## config.mk

```make
export PLATFORM = sky130hd
export DESIGN_NAME = keypad_scanner_flat
export DESIGN_NICKNAME = d
export VERILOG_FILES = /design/src/rtl/keypad_scanner_if.sv /design/src/rtl/keypad_scanner.sv /design/src/flat_wrapper.sv
export SDC_FILE = /design/constraint.sdc
export NUM_CORES = 1
export LEC_CHECK = 0
export ABC_AREA = 1
export CORE_MARGIN = 1
export CORE_UTILIZATION = 57
export DETAILED_ROUTE_END_ITERATION = 6
export PLACE_DENSITY = 0.77
export SETUP_SLACK_MARGIN = 0.4
export SLEW_MARGIN = 10
export SYNTH_ARGS = -nofsm -noshare
export SYNTH_HDL_FRONTEND = slang
export SYNTH_SLANG_ARGS = --single-unit
export TNS_END_PERCENT = 20
```

## constraint.sdc

```tcl
create_clock -name hwclk -period 6.1 [get_ports hwclk]
set_clock_uncertainty 0.05 [all_clocks]
set_input_delay 1.22 -clock hwclk [delete_from_list [all_inputs] [get_ports hwclk]]
set_output_delay 1.22 -clock hwclk [all_outputs]
set_load 0.02 [all_outputs]
```

## src/rtl/keypad_scanner_if.sv

```systemverilog
// Keypad-side bundle of the 4x4 scanner: row returns in, column drives and
// the debounced key report out.
interface keypad_scanner_if;
    logic [3:0] row;
    logic [3:0] col;
    logic [7:0] key;
    logic       button_pressed;
    logic       multi_key;

    modport master (
        input  row,
        output col,
        output key,
        output button_pressed,
        output multi_key
    );

    modport slave (
        output row,
        input  col,
        input  key,
        input  button_pressed,
        input  multi_key
    );
endinterface

```

## src/rtl/keypad_scanner.sv

```systemverilog
// 4x4 matrix keypad scanner: rotates an active-low column drive, samples the
// synchronised rows once per dwell, classifies each frame and debounces it.
module keypad_scanner #(
    parameter int SCAN_DIV     = 12000,
    parameter int DEBOUNCE_CNT = 5
) (
    input  logic             hwclk,
    input  logic             reset,
    keypad_scanner_if.master kp
);
    localparam int DIV_W = $clog2(SCAN_DIV);
    localparam int DEB_W = $clog2(DEBOUNCE_CNT + 1);

    typedef enum logic [1:0] {RELEASED, PRESSED, MULTI} state_t;
    typedef enum logic [1:0] {CLS_NONE, CLS_SINGLE, CLS_MULTI} cls_t;

    logic [DIV_W-1:0] div_cnt;
    logic [1:0]       col_idx;
    logic [3:0]       col_q;
    logic [3:0]       row_meta, row_sync;
    logic [1:0]       acc_lows, samp_lows, tot_lows;
    logic [3:0]       acc_code, samp_code, tot_code;
    logic [2:0]       lows_sum;
    logic             dwell_end, frame_end;
    cls_t             frame_cls, prev_cls;
    logic [3:0]       frame_code, prev_code;
    logic [DEB_W-1:0] deb_cnt, deb_next, rel_cnt, rel_next;
    logic             stable, is_held, load_key;
    logic [7:0]       key_q;
    state_t           state, next_state;

    function automatic logic [3:0] key_code(input logic [1:0] r, input logic [1:0] c);
        case ({r, c})
            4'b0000: key_code = 4'd1;
            4'b0001: key_code = 4'd2;
            4'b0010: key_code = 4'd3;
            4'b0011: key_code = 4'd10;
            4'b0100: key_code = 4'd4;
            4'b0101: key_code = 4'd5;
            4'b0110: key_code = 4'd6;
            4'b0111: key_code = 4'd11;
            4'b1000: key_code = 4'd7;
            4'b1001: key_code = 4'd8;
            4'b1010: key_code = 4'd9;
            4'b1011: key_code = 4'd12;
            4'b1100: key_code = 4'd14;
            4'b1101: key_code = 4'd0;
            4'b1110: key_code = 4'd15;
            default: key_code = 4'd13;
        endcase
    endfunction

    assign dwell_end = (div_cnt == DIV_W'(SCAN_DIV - 1));
    assign frame_end = dwell_end && (col_idx == 2'd3);

    always_ff @(posedge hwclk or posedge reset) begin
        if (reset) begin
            div_cnt  <= '0;
            col_idx  <= 2'd0;
            col_q    <= 4'b1110;
            row_meta <= 4'hF;
            row_sync <= 4'hF;
        end else begin
            row_meta <= kp.row;
            row_sync <= row_meta;
            if (dwell_end) begin
                div_cnt <= '0;
                col_idx <= col_idx + 2'd1;
                col_q   <= {col_q[2:0], col_q[3]};
            end else begin
                div_cnt <= div_cnt + DIV_W'(1);
            end
        end
    end

    // Per-column sample decode, folded into a saturating frame-wide tally
    always_comb begin
        samp_lows = 2'd0;
        samp_code = 4'd0;
        for (int r = 0; r < 4; r++) begin
            if (!row_sync[r]) begin
                samp_code = key_code(2'(r), col_idx);
                if (samp_lows != 2'd2)
                    samp_lows = samp_lows + 2'd1;
            end
        end
        lows_sum   = {1'b0, acc_lows} + {1'b0, samp_lows};
        tot_lows   = (lows_sum >= 3'd2) ? 2'd2 : lows_sum[1:0];
        tot_code   = (acc_lows != 2'd0) ? acc_code : samp_code;
        frame_cls  = (tot_lows == 2'd0) ? CLS_NONE : (tot_lows == 2'd1) ? CLS_SINGLE : CLS_MULTI;
        frame_code = (frame_cls == CLS_SINGLE) ? tot_code : 4'd0;
        deb_next   = DEB_W'(1);
        if (frame_cls == prev_cls && frame_code == prev_code)
            deb_next = (deb_cnt == DEB_W'(DEBOUNCE_CNT)) ? deb_cnt : deb_cnt + DEB_W'(1);
        stable   = (deb_next == DEB_W'(DEBOUNCE_CNT));
        is_held  = (frame_cls == CLS_SINGLE) && (frame_code == key_q[3:0]);
        rel_next = is_held ? '0 : rel_cnt + DEB_W'(1);
    end

    always_ff @(posedge hwclk or posedge reset) begin
        if (reset) begin
            acc_lows <= 2'd0;
            acc_code <= 4'd0;
        end else if (dwell_end) begin
            acc_lows <= (col_idx == 2'd3) ? 2'd0 : tot_lows;
            acc_code <= (col_idx == 2'd3) ? 4'd0 : tot_code;
        end
    end

    // Any state change restarts the debounce count so the next state needs fresh frames
    always_ff @(posedge hwclk or posedge reset) begin
        if (reset) begin
            prev_cls  <= CLS_NONE;
            prev_code <= 4'd0;
            deb_cnt   <= '0;
            rel_cnt   <= '0;
            key_q     <= 8'h00;
        end else if (frame_end) begin
            prev_cls  <= frame_cls;
            prev_code <= frame_code;
            deb_cnt   <= (next_state != state) ? '0 : deb_next;
            rel_cnt   <= (state == PRESSED && next_state == PRESSED) ? rel_next : '0;
            if (load_key)
                key_q <= {4'h0, frame_code};
        end
    end

    always_ff @(posedge hwclk or posedge reset) begin
        if (reset)
            state <= RELEASED;
        else
            state <= next_state;
    end

    always_comb begin
        next_state = state;
        load_key   = 1'b0;
        if (frame_end) begin
            case (state)
                RELEASED: begin
                    if (stable && frame_cls == CLS_SINGLE) begin
                        next_state = PRESSED;
                        load_key   = 1'b1;
                    end else if (stable && frame_cls == CLS_MULTI) begin
                        next_state = MULTI;
                    end
                end
                PRESSED: begin
                    if (!is_held && rel_next == DEB_W'(DEBOUNCE_CNT))
                        next_state = RELEASED;
                end
                MULTI: begin
                    if (stable && frame_cls != CLS_MULTI)
                        next_state = RELEASED;
                end
                default: next_state = RELEASED;
            endcase
        end
    end

    assign kp.col            = col_q;
    assign kp.key            = key_q;
    assign kp.button_pressed = (state == PRESSED);
    assign kp.multi_key      = (state == MULTI);
endmodule

```

## src/flat_wrapper.sv

```systemverilog
// flat-port wrapper written by rule: the top's interface ports become plain ports
module keypad_scanner_flat 
#(
    parameter int SCAN_DIV     = 12000,
    parameter int DEBOUNCE_CNT = 5
)
  (hwclk, reset, kp_row, kp_col, kp_key, kp_button_pressed, kp_multi_key);
  keypad_scanner_if kp_i ();
  input  logic hwclk;
  input  logic reset;
  input wire logic [$bits(kp_i.row)-1:0] kp_row;
  output wire logic [$bits(kp_i.col)-1:0] kp_col;
  output wire logic [$bits(kp_i.key)-1:0] kp_key;
  output wire logic [$bits(kp_i.button_pressed)-1:0] kp_button_pressed;
  output wire logic [$bits(kp_i.multi_key)-1:0] kp_multi_key;
  assign kp_i.row = kp_row;
  assign kp_col = kp_i.col;
  assign kp_key = kp_i.key;
  assign kp_button_pressed = kp_i.button_pressed;
  assign kp_multi_key = kp_i.multi_key;
  keypad_scanner #(.SCAN_DIV(SCAN_DIV), .DEBOUNCE_CNT(DEBOUNCE_CNT)) u_core (.hwclk(hwclk), .reset(reset), .kp(kp_i));
endmodule
```

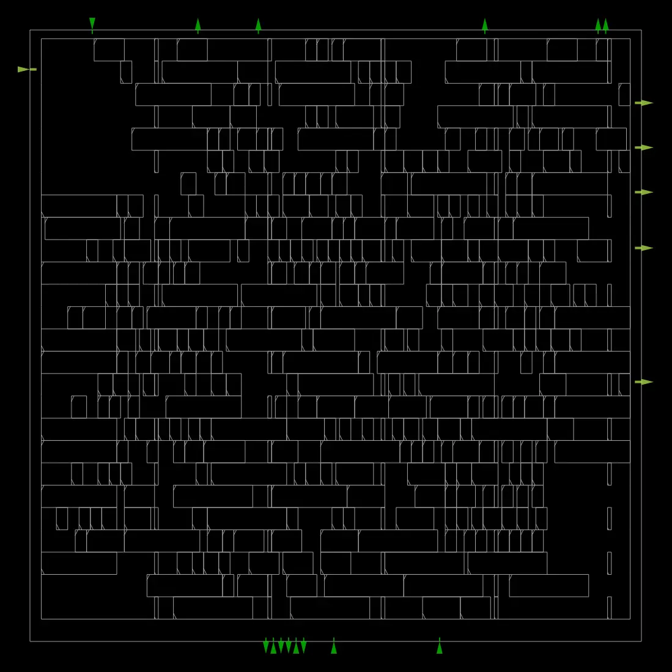
run_1/final_placement.png
row cnt: 26
flop share of the area: 40.02%
fillcell total: 433
fin util: 64.74%
Final Non-Filler Cells: 460

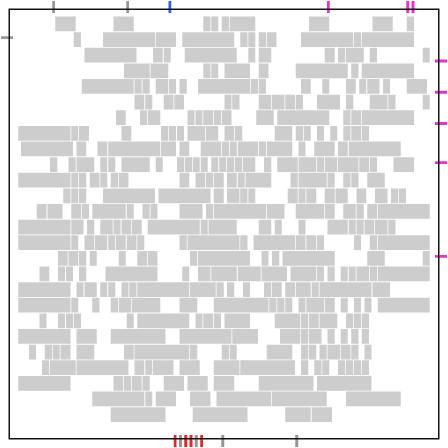
run_1/pins.png
Pins as bars across the die edge, other pins in grey.
Blue is kp_multi_key, pins 1, direction output, edge north. Magenta is kp_key, pins 8, direction output, edge 5 east, 3 north. Red is kp_col, pins 4, direction output, edge south.
All pins by edge: 8 south, 6 north, 5 east, 1 west.

==> results.cfg, run 1 <==
; generated from flow reports
[flow_run]
maxCapViolations = 0
warning_count = 34

[worst_setup_path]
path_buffers = 2
max_stage_delay_ps = 590
cp.required_ps = 6250
startpoint = u_core.row_sync[1]$_DFF_PP1_
reg2reg_slack_ps = 2000
crit_family = simple AND/OR/NAND/NOR gates
crit_cells = 22

[drt]
drt-met1-wl_um = 2625
drc = 0
dr_total_vias = 2343
routed_wirelength_um = 5595
top_layer_used = met4

[synthesis]
edf_count = 0
synth_cell_type_count = 38
synthArstFlopShare_pct = 100.0
yosys_area_sq_mm = 0.002997
synthXorXnorAreaFrac_pct = 2.338
top_cell_area_share_pct = 34.24
yosysTopAreaCell = dfrtp_1
synth.area.top_cells = dfrtp_1 34%, nand2_1 11%, dfstp_2 9.6%
top_cell = nand2_1

[final_layout]
synthToLayoutAreaGrowth_pct = 9.645

[final_timing]
hold_ws_ps = 310.5
worst_slew_pin_slew_ps = 1047
layout_setup_ws_ps = 2003
slew_headroom_pct = 30.08
slew_violations = 0
setup_tns_ps = 0

[global_routing]
grt_pass1_wl_um = 9542
grt_start_max_net_pins = 53
busiest_layer = met2

[floorplanning]
die_area_sq_mm = 0.005551
ios = 20

[worst_hold_path]
min_to = u_core.row_sync[0]$_DFF_PP1_

[placement]
dp_hpwl_um = 4149
io_buffers = 15

[pwr]
sequentialPower_uw = 352
switchingPower_uw = 152.0
top_power_group = sequential cells
power.static_leakage_nw = 1.614

[status]
outcome = complete, no violations

[cts]
clock_sinks = 52
cts_buffers = 5
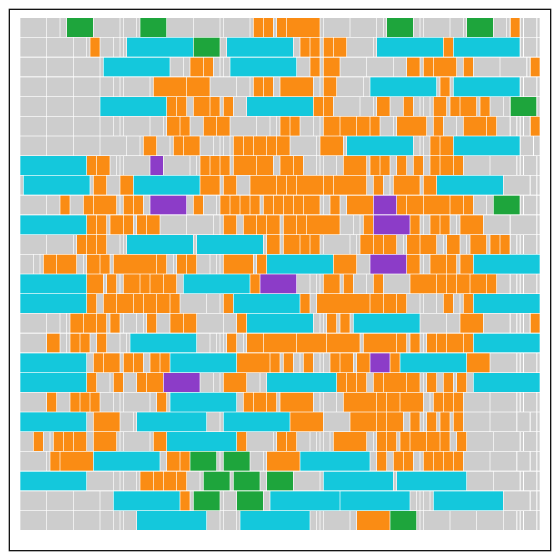
run_1/cell_classes.png
Fill, decap, tap and diode cells in grey.
Orange is all other logic, cells 315, share of their area 51%. Cyan is flops, cells 52, share of their area 41%. Green is other buffers and delay cells, cells 15, share of their area 4.7%. Purple is clock drivers and dummy loads, cells 8, share of their area 2.8%.
Core ar.: 0.005075 sq mm
post-route cell area: 0.003286 sq mm

[run 1: cell type report]
class	instances	share of cell area, %
multi-input cells	253	42.92
flip-flops and latches	52	40.02
inverters	62	7.083
repair buffers	15	4.570
well taps	70	2.666
clock buffers	5	2.094
clock inverters	3	0.6474
[run 1: cells by family (layout without fill, tap and decap cells)]
kind of cell	Yosys count	in the layout
other	1	4
adder cells (fa/ha/maj)	16	16
AND-OR/OR-AND	52	52
AND/OR/NAND/NOR	172	172
XOR/XNOR	8	8
buffers and inverters	70	85
flip-flops	52	52
multiplexers	1	1
--- run 2 (diff from run 1) ---
CORE_UTILIZATION = 53   (was 57)
PLACE_DENSITY = 0.76   (was 0.77)
clock period = 3.61 ns   (was 6.1 ns; I/O delays follow)
==> run 2 against run 1 <==
Against the previous run:
- combinational power grew to 2.6 times the previous value
- area after synthesis unchanged
- non-clock buffer count is 22 higher
- sequential cell count unchanged
- cell count increased by 5.2%
- design area up 9.1%
- setup slack worse by 2000 ps
- fmax up 14%
- sequential share of layout area decreased by 3.3 points
- routed wire length up 4.6%
- total power is 87% higher
- largest cell class unchanged
==> results.cfg, run 2 <==
; generated from flow reports
[status]
outcome = complete, no violations

[flow_run]
maxCapViolations = 0
warning_count = 37

[worst_setup_path]
max_stage_delay_ps = 550
startpoint = u_core.row_sync[0]$_DFF_PP1_
cp.required_ps = 3760
crit_cells = 23
path_buffers = 4
reg2reg_slack_ps = 8

[synthesis]
synthXorXnorAreaFrac_pct = 2.338
top_cell_area_share_pct = 34.24
top_cell = nand2_1
synth_cell_type_count = 38
edf_count = 0
synthArstFlopShare_pct = 100.0
yosysTopAreaCell = dfrtp_1
yosys_area_sq_mm = 0.002997
synth.area.top_cells = dfrtp_1 34%, nand2_1 11%, dfstp_2 9.6%

[drt]
drc = 0
routed_wirelength_um = 5855
drt-met1-wl_um = 2805
top_layer_used = met4
dr_total_vias = 2462

[final_layout]
design.seq.count = 52
synthToLayoutAreaGrowth_pct = 19.58
nFillCells = 454
num-nonclk-inverters = 62
buffers = 37
area_dominant_class = logic gates
final-clk-cell-share_pct = 3.108
instances_no_fill = 484
nClkBuffers = 5
buffer_area_share_pct = 9.008
comb_share_pct = 42.04

[final_timing]
hold_ws_ps = 311.9
setup_tns_ps = 0
worst_slew_pin_slew_ps = 1050
slew_headroom_pct = 29.89
slew_violations = 0

[cts]
cts_buffers = 5
clock_sinks = 52

[worst_hold_path]
min_to = u_core.row_sync[0]$_DFF_PP1_

[global_routing]
grt_start_max_net_pins = 53
grt_pass1_wl_um = 9735

[pwr]
power.static_leakage_nw = 1.714

[placement]
io_buffers = 15
dp_hpwl_um = 4146

[floorplanning]
taps = 72
ios = 20
rows = 27
==> run 2: cell types whose count changed in the layout (fill, tap and decap cells not counted), sizes merged <==
cell	previous run	this run
buf	0	22
bufinv	0	1
inv	62	61
==> run 2: power by group <==
group | internal, mW | switching, mW | total, mW
logic | 0.0485 | 0.0668 | 0.115
clock network | 0.205 | 0.201 | 0.406
registers | 0.591 | 0.00354 | 0.594
total | 0.845 | 0.271 | 1.12
==> run 2: layer usage <==
metal	up-vias	global-route usage [%]
li1	1260	-
met1	1164	27.93
met2	33	33.10
met3	5	2.500
met4	0	7.358
met5	-	0
==> run 2: logic make-up after synthesis <==
family | after synthesis
and+or+nand+nor | 172
other | 1
muxes | 1
adders and majority gates | 16
DFF | 52
buffers and inverters | 70
xor gates and xnor gates | 8
AOI/OAI and AO/OA | 52
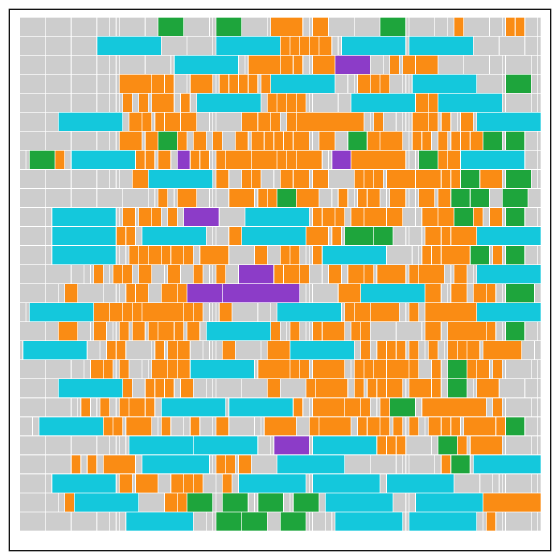
run_2/cell_classes.png
Fill, decap, tap and diode cells in grey.
Purple is clock drivers and dummy loads, cells 8, share of their area 3.2%. Cyan is flops, cells 52, share of their area 38%. Orange is all other logic, cells 315, share of their area 50%. Green is other buffers and delay cells, cells 37, share of their area 9.2%.
fin util: 65.48%
post-route cell area: 0.003583 sq mm
Core ar.: 0.005473 sq mm

--- run 3 (diff from run 2) ---
GPL_ROUTABILITY_DRIVEN = 0   (was default)
==> run 3 against run 2 <==
Against the previous run:
- global-route usage unchanged
- clock-buffer cell count is the same
- clock power is essentially flat
- critical endpoint unchanged
==> results.cfg, run 3 <==
; generated from flow reports
[synthesis]
top_cell_area_share_pct = 34.24
yosysTopAreaCell = dfrtp_1
top_cell = nand2_1
synthXorXnorAreaFrac_pct = 2.338
synth_cell_type_count = 38
synth.area.top_cells = dfrtp_1 34%, nand2_1 11%, dfstp_2 9.6%

[flow_run]
maxCapViolations = 0
warning_count = 37

[worst_setup_path]
reg2reg_slack_ps = 8
max_stage_delay_ps = 550
path_buffers = 4
startpoint = u_core.row_sync[0]$_DFF_PP1_

[final_timing]
slew_violations = 0
slew_headroom_pct = 29.89
setup_tns_ps = 0
worst_slew_pin_slew_ps = 1050

[placement]
dp_hpwl_um = 4146
io_buffers = 15

[pwr]
power.static_leakage_nw = 1.714
switchingPower_uw = 271.2
internal_power_uw = 844.5
clkPwrFrac_pct = 36.4
p_clk_uw = 406
powerComb_uw = 115
sequentialPower_uw = 594
seq_power_share_pct = 53.2
p_sw_share_pct = 24.31

[final_layout]
num-nonclk-inverters = 62
synthToLayoutAreaGrowth_pct = 19.58
post-route-util_pct = 65.48
final-clk-cell-share_pct = 3.108
buffer_area_share_pct = 9.008
buffers = 37
instances_no_fill = 484

[status]
outcome = complete, no violations

[global_routing]
grt_start_max_net_pins = 53
grt_use_met3_pct = 2.500
grt_pass1_wl_um = 9735

[cts]
clock_sinks = 52

[drt]
drc = 0
drt-met1-wl_um = 2805

[floorplanning]
ios = 20
## run 3: cell counts after synthesis
Identical to the previous run, type by type.
## run 3: path summary, 6_finish.rpt
| check | end | cells after the start |
|---|---|---|
| hold reg to reg | u_core.row_sync[0]$_DFF_PP1_ | 0 |
| hold / removal | u_core.row_sync[0]$_DFF_PP1_ | 0 |
| min in group asynchronous | u_core.rel_cnt[0]$_DFFE_PP0P_ | 2 |
| max in group asynchronous | u_core.div_cnt[5]$_DFF_PP0_ | 2 |
| setup / recovery | u_core.deb_cnt[2]$_DFFE_PP0P_ | 23 |
| setup reg to reg | u_core.deb_cnt[2]$_DFFE_PP0P_ | 23 |
## run 3: repair_timing
item	in CTS	in global routing
gates cloned	0	0
endpoints found under the setup margin	12	13
pin swaps	2	8
resized	6	9
setup buffers	9	3
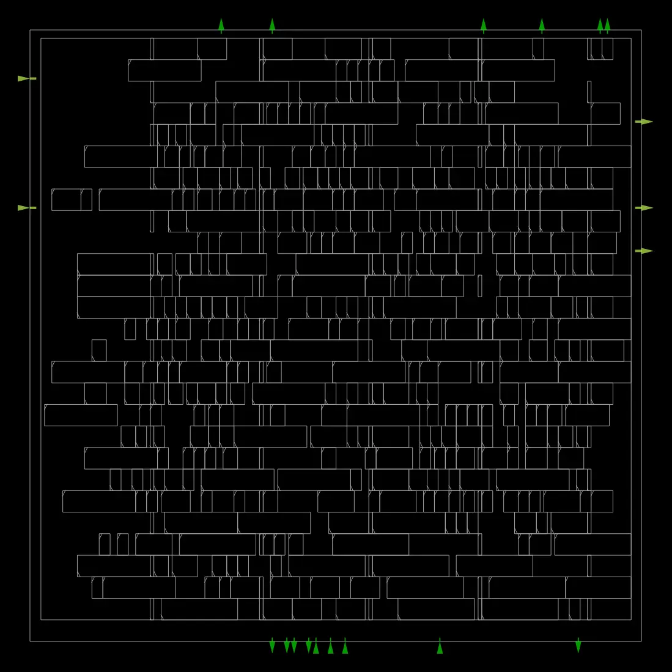
run_3/final_placement.png
fillcell total: 454
Tapcell Cnt: 72
flop share of the area: 36.70%
Flops: 52
row cnt: 27

Power is estimated from default activity; no workload was simulated.
